**config.mk**
```make
export PLATFORM = sky130hd
export DESIGN_NAME = fifo_write_packer
export DESIGN_NICKNAME = d
export VERILOG_FILES = /design/src/rtl/fifo_write_packer.sv
export SDC_FILE = /design/constraint.sdc
export NUM_CORES = 1
export LEC_CHECK = 0
export ABC_AREA = 1
export CAP_MARGIN = 25
export CORE_UTILIZATION = 52
export CTS_CLUSTER_DIAMETER = 100
export DETAILED_ROUTE_END_ITERATION = 12
export GPL_TIMING_DRIVEN = 0
export PLACE_DENSITY_LB_ADDON = 0.12
export SKIP_LAST_GASP = 1
export SLEW_MARGIN = 30
export SYNTH_ARGS = -nofsm -noshare
export SYNTH_HDL_FRONTEND = slang
export SYNTH_SLANG_ARGS = --single-unit
```
**constraint.sdc**
```tcl
create_clock -name wrclk -period 2 [get_ports wrclk]
set_input_delay 0.2 -clock wrclk [delete_from_list [all_inputs] [get_ports wrclk]]
set_output_delay 0.2 -clock wrclk [all_outputs]
set_load 0.02 [all_outputs]
```
**src/rtl/fifo_write_packer.sv**
```systemverilog
`default_nettype none
// ============================================================================
// Module   : fifo_write_packer
// Purpose  : Packs narrow upstream items into masked words for a dual-clock
//            FIFO write port, and polices the upstream stop slack.
// Revision : 1.0  initial release
// ============================================================================
module fifo_write_packer #(
  parameter int IN_WIDTH   = 8,
  parameter int PACK       = 4,
  parameter int STOP_SLACK = 4,
  parameter int CNT_WIDTH  = 16
) (
  input  logic                         wrclk,
  input  logic                         rst,
  input  logic                         inValid,
  input  logic [IN_WIDTH-1:0]          inData,
  input  logic                         flush,
  input  logic                         fifoAlmostFull,
  output logic                         upstreamStop,
  output logic                         writeEnable,
  output logic [PACK+IN_WIDTH*PACK-1:0] dataIn,
  output logic [CNT_WIDTH-1:0]         wordsWritten,
  output logic                         protocolError
);

  localparam int IDX_W   = (PACK > 1) ? $clog2(PACK) : 1;
  localparam int SLACK_W = $clog2(STOP_SLACK + 2);
  localparam logic [IDX_W-1:0]   c_LAST_IDX  = IDX_W'(PACK - 1);
  localparam logic [SLACK_W-1:0] c_SLACK_MAX = SLACK_W'(STOP_SLACK + 1);

  logic [IN_WIDTH*PACK-1:0]        r_slots;
  logic [PACK-1:0]                 r_mask;
  logic [IDX_W-1:0]                r_idx;
  logic [SLACK_W-1:0]              r_slack;
  logic                            r_stop;
  logic                            r_we;
  logic [PACK+IN_WIDTH*PACK-1:0]   r_dataIn;
  logic [CNT_WIDTH-1:0]            r_words;
  logic                            r_err;

  logic [IN_WIDTH*PACK-1:0]        w_nextSlots;
  logic [PACK-1:0]                 w_nextMask;
  logic                            w_close;

  // Accumulator contents including this cycle's item, so a closing word
  // carries the item that closed it.
  always_comb begin
    w_nextSlots = r_slots;
    w_nextMask  = r_mask;
    for (int i = 0; i < PACK; i++) begin
      if (inValid && (r_idx == IDX_W'(i))) begin
        w_nextSlots[i*IN_WIDTH +: IN_WIDTH] = inData;
        w_nextMask[i]                       = 1'b1;
      end
    end
  end

  assign w_close = (inValid && (r_idx == c_LAST_IDX)) ||
                   (flush && (inValid || (r_mask != '0)));

  always_ff @(posedge wrclk) begin
    if (rst) begin
      r_slots  <= '0;
      r_mask   <= '0;
      r_idx    <= '0;
      r_we     <= 1'b0;
      r_dataIn <= '0;
      r_words  <= '0;
    end else begin
      r_we <= w_close;
      if (w_close) begin
        r_dataIn <= {w_nextMask, w_nextSlots};
        r_words  <= r_words + CNT_WIDTH'(1);
        r_slots  <= '0;
        r_mask   <= '0;
        r_idx    <= '0;
      end else begin
        r_slots <= w_nextSlots;
        r_mask  <= w_nextMask;
        if (inValid) begin
          r_idx <= r_idx + IDX_W'(1);
        end
      end
    end
  end

  // Stop path and slack policing; stop comes out of reset asserted.
  always_ff @(posedge wrclk) begin
    if (rst) begin
      r_stop  <= 1'b1;
      r_slack <= '0;
      r_err   <= 1'b0;
    end else begin
      r_stop <= fifoAlmostFull;
      if (!r_stop) begin
        r_slack <= '0;
      end else if (r_slack != c_SLACK_MAX) begin
        r_slack <= r_slack + SLACK_W'(1);
      end
      if (inValid && (r_slack == c_SLACK_MAX)) begin
        r_err <= 1'b1;
      end
    end
  end

  assign upstreamStop  = r_stop;
  assign writeEnable   = r_we;
  assign dataIn        = r_dataIn;
  assign wordsWritten  = r_words;
  assign protocolError = r_err;

endmodule
`default_nettype wire

```
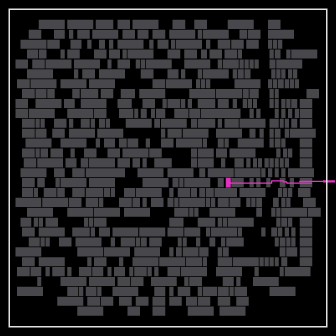
*I/O nets highlighted*
magenta -> flush  # direction input, end cells 1, buffers 1, wire 31.7 um

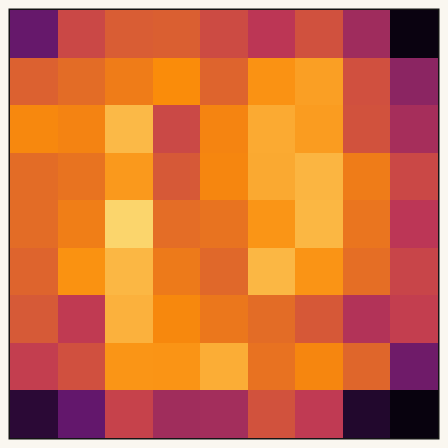
*Cell area per tile*
9 x 9 tiles, from black (low) to pale yellow (high), 0 to 100% covered.
emptiest ninth of the die = lower right
fullest tile = 91%
mean over tiles = 61%
tiles over 75% full = 24%

==> results.py <==
# Synthesis and PnR figures
metrics = {
    "run_status": {
        "outcome": "completed",
    },
    "finish": {
        "lay_top_count": "dfxtp_1",
        "final_nets": 509,
        "drive_above_1_share_pct": 16.0,
    },
    "die": {
        "die_x_um": 86.9,
        "core_area_mm2": 0.00687,
        "fp_util_pct": 54.6,
    },
    "synth": {
        "yosysTopAreaCellShare_pct": 51.3,
        "synth_async_sr_flop_share_pct": 0,
    },
    "setup_path": {
        "path_depth": 10,
    },
    "grt": {
        "grt_overflow": 0,
        "antenna_found_initial": 0,
    },
    "placed_design": {
        "io_buffers": 67,
    },
    "final_timing": {
        "timing.fmax_mhz": 592,
        "relSlewSlack_pct": 68.5,
        "period_used_pct": 84.5,
    },
    "flow_run": {
        "maxCapViolCount": 0,
    },
    "clocking": {
        "cts_resized": 0,
        "clockBufferDepth": 2,
    },
    "detailed_routing": {
        "route.detailed.drc": 0,
        "vias": 2956,
        "drtIter0Drc": 116,
    },
}
power by group:
| group | switching (uW) | total (uW) | internal, uW |
|---|---|---|---|
| Combinational | 207 | 347 | 140 |
| Sequential | 23.5 | 1980 | 1950 |
| Clock | 688 | 1400 | 712 |
cell usage after synthesis, drive strengths merged (7+ instances only):
library cell / number
inv: 23
o21ai: 42
mux2i: 32
nor2: 72
ha: 7
dfxtp: 96
nand2: 93
a21oi: 16
nand3: 10
buf: 12
worst paths after layout:
kind,from,to,slack [ns]
setup reg to reg,r_idx[0],dataIn[6],0.31
hold reg to reg,dataIn[35],dataIn[35],0.46
hold / removal,fifoAlmostFull,upstreamStop,0.40
setup / recovery,r_idx[0],dataIn[6],0.31
area by class of cell:
class,instances,area [um^2],area share [%]
flip-flops and latches,96,1920,40.4
inverters,23,86.3,1.81
clock inverters,6,92.6,1.94
multi-input cells,279,1620,34.0
plain buffers,13,123,2.58
well taps,96,120,2.52
clock buffers,10,128,2.68
repair buffers,67,671,14.1
routing by layer:
layer  part of all wire [%]  vias to the layer above  wire (um)  track usage, %
met5                      0                        -          0               0
met2                     52                       58       4070            40.0
li1                       -                     1479          -               -
met1                     43                     1407       3350            25.8
met3                    4.0                       12        315            4.93
met4                    1.7                        0        133            9.09
through the flow:
step	hold slack, ns	total power, uW	utilization [%]	std cells	area [um^2]
2_1_floorplan	0.269	2240	-	411	3750
4_1_cts	0.391	3750	69.3	590	4760
3_5_place_dp	0.444	2370	66.1	574	4540
3_3_place_gp	0.440	2360	66.1	574	4540
6_report	0.396	3720	69.3	590	4760
5_1_grt	0.400	3870	69.3	590	4760
registers in the layout, indices dropped and copies added, names as in the netlist:
| register | flops |
|---|---|
| r_slots | 32 |
| upstreamStop | 1 |
| dataIn | 36 |
| r_mask | 4 |
| wordsWritten | 16 |
| writeEnable | 1 |
| r_slack | 3 |
| r_idx | 2 |
| protocolError | 1 |
cell families after synthesis:
family                     synth area share (%)
muxes                                      8.54
adders and majority gates                  2.34
buffers and inverters                      5.57
AOI/OAI and AO/OA                          11.1
and+or+nand+nor                            20.9
xor gates and xnor gates                  0.234
DFF                                        51.3
Power figures rest on the tool's default switching activity, not on a simulated workload.
